==> config.mk <==
export PLATFORM = sky130hd
export DESIGN_NAME = bist_pattern_gen
export DESIGN_NICKNAME = d
export VERILOG_FILES = /design/src/rtl/bist_pattern_gen.sv
export SDC_FILE = /design/constraint.sdc
export NUM_CORES = 1
export LEC_CHECK = 0
export CAP_MARGIN = 20
export CORE_MARGIN = 2
export CORE_UTILIZATION = 40
export DETAILED_ROUTE_END_ITERATION = 6
export GPL_TIMING_DRIVEN = 0
export HOLD_SLACK_MARGIN = 0.15
export PLACE_DENSITY = 0.67
export RECOVER_POWER = 100
export SLEW_MARGIN = 15
export SYNTH_ARGS = -nofsm -noshare
export SYNTH_HDL_FRONTEND = slang
export SYNTH_SLANG_ARGS = --single-unit
==> constraint.sdc <==
create_clock -name clk -period 2.05 [get_ports clk]
set_input_delay 0.3075 -clock clk [delete_from_list [all_inputs] [get_ports clk]]
set_output_delay 0.3075 -clock clk [all_outputs]
set_load 0.005 [all_outputs]
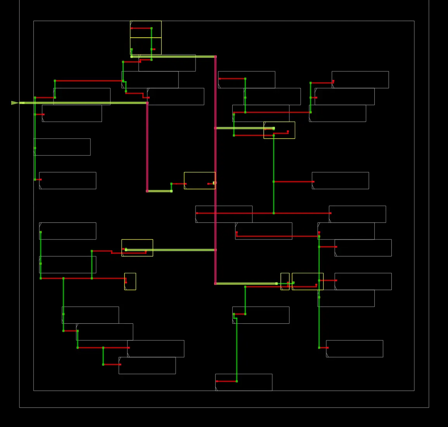
run_1/clocks.png
Clk power: 0.000487 W
clock buf count: 7
CTS Buf Count: 5
Latency at later pin: 0.28 ns
Layout Skew: 0.00584 ns

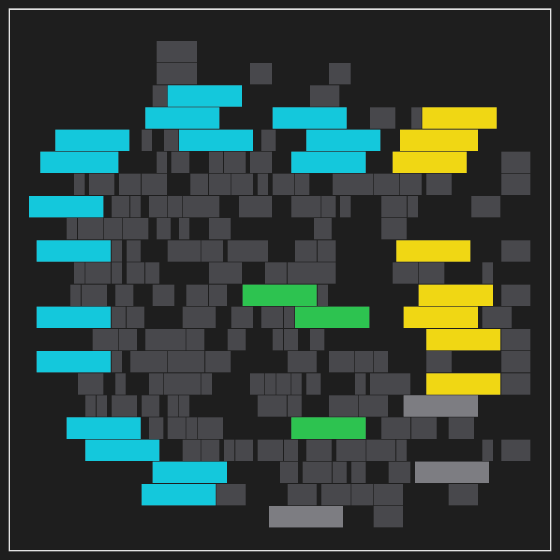
run_1/flops_by_reg.png
[pattern] yellow | flops: 8 | where: east
[state] green | flops: 3
[count] cyan | flops: 16
not coloured: 3
Flop area: 753 µm²
P_seq: 0.000882 W

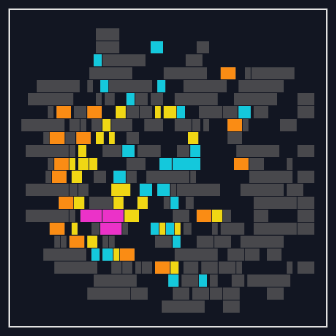
run_1/logic_types.png
[NAND gates] yellow | cells: 24
[adder and majority cells] magenta | cells: 3 | most used: ha_1
[XOR/XNOR gates] orange | cells: 15 | most used: xor2_1
[inverting AOI/OAI gates] cyan | cells: 22 | most used: a21oi_1
non-filler cells in the finished layout: 238
fraction of area in multi-input gates: 37.8%
most numerous logic cell after layout: dfrtp_1

==> summary.txt, run 1 <==
flow finished, numbers: final WL=around 3.4 mm, largest net degree at the start of global routing=18, antenna violations before repair=0, Seq/Total Area, Yosys=48.4%, worst hold path class=in2async, number of cells on the critical path=5, DRC=0, wire length per cell=14.1 µm, DR vias=between 1000 and 1500, Seq cells post-synth=30, Port Buf Inserts=23, sw frac=37.7%, Peak VDD IR=0.000462 V, placement row count=22, CP delay by family, top=simple AND/OR/NAND/NOR gates, status=complete, no violations, Final #Nets=203, CP required=2.21 ns, leakage=0.871 nW, Top cells by area=dfrtp_1, xor2_1, a22o_1, xnor2_1, or4_1, Crit path top cell by count=or4_4, crit-path cells=or4_4 -> or4_4 -> a21oi_4 -> buf_6 -> a21oi_1, final worst path period share=97.0%, clock sink count=30, Syn Std Cell Area=0.00155 mm², R2R setup slack=about 0.062 ns, total power=0.00246 W, H-Tree Depth=2, initial drt markers=36, Synth cell types=41, clock edge transition at the registers on the reported setup and hold paths=0.06 ns, GRT Overall Usage=between 10% and 20%, Slew Viols, Final=0, number of global-route vias before repair=1243, Overflow after GRT=0, Yosys warning count=0, IO Pins=24, Vias/cell=between 5 and 6, clk root buf=clkbuf_8, Syn Area/Cell=~10 µm², max reg flops=16, CP startpoint kind=flip-flop, RSZ-0062 raised after global routing=true, CP arrival=2.15 ns, layout cells sized above 1=14.2%, die y size=66.3 µm, Clock power frac=19.8%, min cycle time layout=roughly 2.0 ns, Int Power=0.00154 W, DRT Pass-1 Iters=4, Antenna Cells=0
-- run 1: cells in the mapped netlist (all sizes together) --
| cell | instances |
|---|---|
| a211oi | 1 |
| a21bo | 1 |
| a21oi | 9 |
| a22o | 7 |
| a22oi | 1 |
| a31oi | 2 |
| and3 | 4 |
| buf | 4 |
| clkbuf | 3 |
| dfrtp | 29 |
| dfstp | 1 |
| ha | 3 |
| inv | 9 |
| mux2i | 1 |
| nand2 | 7 |
| nand2b | 2 |
| nand3 | 5 |
| nand3b | 1 |
| nand4 | 7 |
| nand4b | 1 |
| nand4bb | 1 |
| nor2 | 13 |
| nor3 | 3 |
| nor4 | 4 |
| o211ai | 1 |
| o21ai | 3 |
| o21ba | 1 |
| o21bai | 2 |
| o22ai | 1 |
| o31ai | 2 |
| or2 | 1 |
| or3 | 1 |
| or3b | 1 |
| or4 | 8 |
| xnor2 | 7 |
| xor2 | 8 |
-- run 1: cell families (layout without fill, tap and decap cells) --
family,Yosys count,count (layout),share of synthesized area [%]
and+or+nand+nor,59,59,21.6
AOI/OAI and AO/OA,31,31,13.9
DFF,30,30,48.4
buffers and inverters,16,51,4.51
xor gates and xnor gates,15,15,8.46
adders and majority gates,3,3,2.42
muxes,1,1,0.645
-- run 1: worst reg2reg max path: cells and delay by family (launching register included) --
| family | cells | cell delay (ns) |
|---|---|---|
| AND/OR/NAND/NOR | 2 | 1.11 |
| flip-flops | 1 | 0.40 |
| AND-OR/OR-AND | 2 | 0.21 |
| buffers and inverters | 1 | 0.15 |
-- run 1: power groups by stage --
stage | sequential, W | combinational (W) | clock, W
floorplan | 0.000852 | 0.000733 | 0
global placement | 0.000858 | 0.00108 | 0
detailed placement | 0.000872 | 0.00111 | 0
CTS | 0.000887 | 0.00113 | 0.000500
global route | 0.000902 | 0.00124 | 0.000532
finish | 0.000882 | 0.00109 | 0.000487
-- run 1: stage by stage --
step	TNS [ns]	worst slack, ns	instances	area (µm²)
floorplan	0	0.0621	155	1550
global placement	-0.968	-0.0992	226	1840
detailed placement	-1.02	-0.107	227	1870
CTS	0	0.0240	237	1990
global route	-0.0405	-0.0153	238	1990
finish	0	0.0616	238	1990
-- run 1: layer usage --
metal / track usage (%) / share of wire [%]
met5: 0 / 0
met4: 6.12 / 1.5
met3: 5.11 / 3.1
met2: 28.4 / 48
met1: 22.5 / 47
-- run 1: final cells by class --
class / instances / area (µm²)
buffer: 6 / 33.8
clock buffer: 7 / 86.3
multi-input combinational: 109 / 751
clock inverter: 1 / 5.00
inverter: 9 / 33.8
sequential: 30 / 753
tap: 48 / 60.1
fill: 355 / 1700
timing repair buffer: 28 / 264
-- run 1: repair_timing --
action                                 in CTS  in global routing
setup endpoints to repair                  13                 18
endpoints found under the hold margin       0                  0
setup buffers                               3                  1
gates resized                               2                  5
pin swaps                                   2                  2
==> run 2, diff against run 1 <==
Settings changed: CORE_MARGIN 2 to 10.
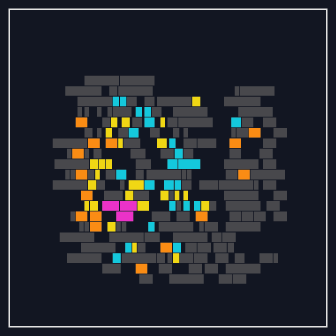
run_2/logic_types.png
[inverting AOI/OAI gates] cyan | cells: 22 | most used: a21oi_1 | where: centre
[XOR/XNOR gates] orange | cells: 15 | most used: xor2_1
[NAND gates] yellow | cells: 24
[adder and majority cells] magenta | cells: 3 | most used: ha_1
fraction of area in multi-input gates: 38.0%
non-filler cells in the finished layout: 237

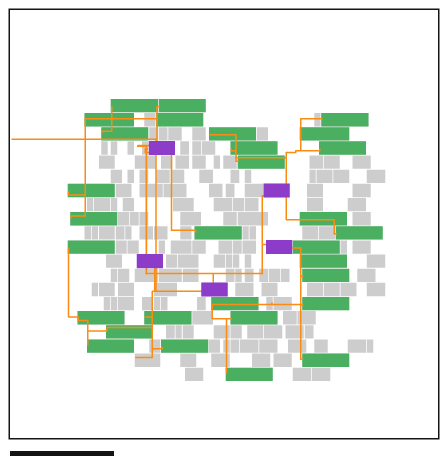
run_2/clk_routes.png
The bar under the picture is 20 µm long.
[flip-flops] green | count: 30
[clock wires] orange | length: 411 µm
[clock drivers] purple | count: 5
routed clock nets: 6
Layout Skew: 0.00715 ns
Clock power frac: 19.4%
Clk power: 0.000479 W

==> run 2 against run 1 <==
  * Largest cell class is now combinational gates
  * Register-to-register slack got worse by 0.04 ns
  * Combinational power barely moved
  * Sequential power barely moved
  * Worst hold slack got worse by 0.0019 ns
  * Largest power group unchanged
  * Critical endpoint is now count[4]$_DFFE_PP0P_
==> summary.txt, run 2 <==
flow finished, numbers: initial drt markers=40 (+11%), number of enable flip-flop cells=0 (unchanged), Synth cell types=41 (unchanged), placement row count=22 (unchanged), DRC=0 (unchanged), layout cells sized above 1=13.2% (-0.98 points), Antenna Cells=0 (unchanged), Worst path slowest cell=or4_4, top post-synthesis cells by count=dfrtp_1, nor2_1, inv_1, most common cell in the synthesized netlist=dfrtp_1, die y size=82.3 µm (+24%), GRT Overall Usage=11.0% (-6.6 points), Overflow after GRT=0 (unchanged), dpl ws=-0.0823 ns (+0.0244 ns), Top cells by area=dfrtp_1, xor2_1, a22o_1, xnor2_1, or4_1, Yosys warning count=0 (unchanged), total negative slack=0 ns (unchanged), final worst path period share=98.9% (+2.0 points), status=complete, no violations, min cycle time layout=2.03 ns (+0.0400 ns), worst hold path class=reg2reg, Slew Viols, Final=0 (unchanged), antenna violations before repair=0 (unchanged), max reg flops=16 (unchanged), R2R setup slack=0.02 ns (-0.04 ns), RSZ-0062 raised after global routing=true, fraction of registers with async set/reset=100% (unchanged), Max-area cell share=46.7%, wire length per cell=15.0 µm (+6.0%), IO Pins=24 (unchanged), DRT Pass-1 Iters=4 (unchanged), Crit path top cell by count=or4_4, CTS Buf Count=5 (unchanged), CP startpoint kind=flip-flop, H-Tree Depth=2 (unchanged), clk root buf=clkbuf_8, Seq cells post-synth=30 (unchanged), CP arrival=2.19 ns (+0.04 ns), global-route wire length before repair=approximately 5.8 mm, Seq/Total Area, Yosys=48.4% (unchanged), largest net degree at the start of global routing=31 (+13), placed cells=226 (-0.44%), final setup margin=0.0216 ns (-0.0400 ns), clock sink count=30 (unchanged), crit-path cells=or4_4 -> or4_4 -> a21oi_4 -> buf_6 -> nor2_1, Latency at later pin=0.28 ns (about the same), clock edge transition at the registers on the reported setup and hold paths=0.06 ns (about the same), Syn Area/Cell=10.0 µm² (unchanged), most numerous logic cell after layout=dfrtp_1, Final #Nets=202 (-0.49%), leakage=0.865 nW (-0.67%), Peak VDD IR=0.000482 V (+4.4%), final WL=3.55 mm (+5.5%)
## run 2: cells by family (layout without fill, tap and decap cells)
kind of cell	after synthesis	count (layout)	synth area share, %
and+or+nand+nor	59	59	21.6
muxes	1	1	0.645
AOI/OAI and AO/OA	31	31	13.9
DFF	30	30	48.4
adders and majority gates	3	3	2.42
xor gates and xnor gates	15	15	8.46
buffers and inverters	16	50	4.51
## run 2: worst max-delay path, delay by kind of cell, from the launching register on
kind	cells	cell delay (ns)
AND-OR/OR-AND	1	0.19
buffers and inverters	1	0.15
flip-flops	1	0.41
AND/OR/NAND/NOR	3	1.16
## run 2: metrics by stage
step / cell area, µm² / total power, W / utilization (%)
2_1_floorplan: 1550 / 0.00159 / -
3_3_place_gp: 1840 / 0.00195 / 49.6
3_5_place_dp: 1840 / 0.00197 / 49.6
4_1_cts: 1960 / 0.00251 / 52.7
5_1_grt: 1990 / 0.00267 / 53.5
6_report: 1990 / 0.00247 / 53.5
## run 2: timing repair
item / in CTS / in global routing
pin swaps: 2 / 0
resized: 1 / 9
buffers inserted: 3 / 1
hold buffers: 0 / 0
endpoints found under the setup margin: 12 / 19
## run 2: layer usage
metal | share of wire, % | GRT usage (%) | up-vias
li1 | - | - | 623
met1 | 41 | 12.0 | 633
met2 | 52 | 19.5 | 21
met3 | 5.3 | 3.02 | 5
met4 | 1.5 | 5.10 | 0
met5 | 0 | 0 | -
## run 2: area by class of cell
type                            count  area [µm²]
Tap cell                           48        60.1
Timing Repair Buffer               27         260
Multi-Input combinational cell    109         756
Fill cell                         330        1730
Inverter                            9        33.8
Buffer                              6        35.0
Clock buffer                        8        90.1
Sequential cell                    30         753
## run 2: power breakdown
group,switching [W],internal [W]
clock network,0.000206,0.000273
logic,0.000573,0.000530
registers,0.000144,0.000740
Power and IR drop assume default switching activity.
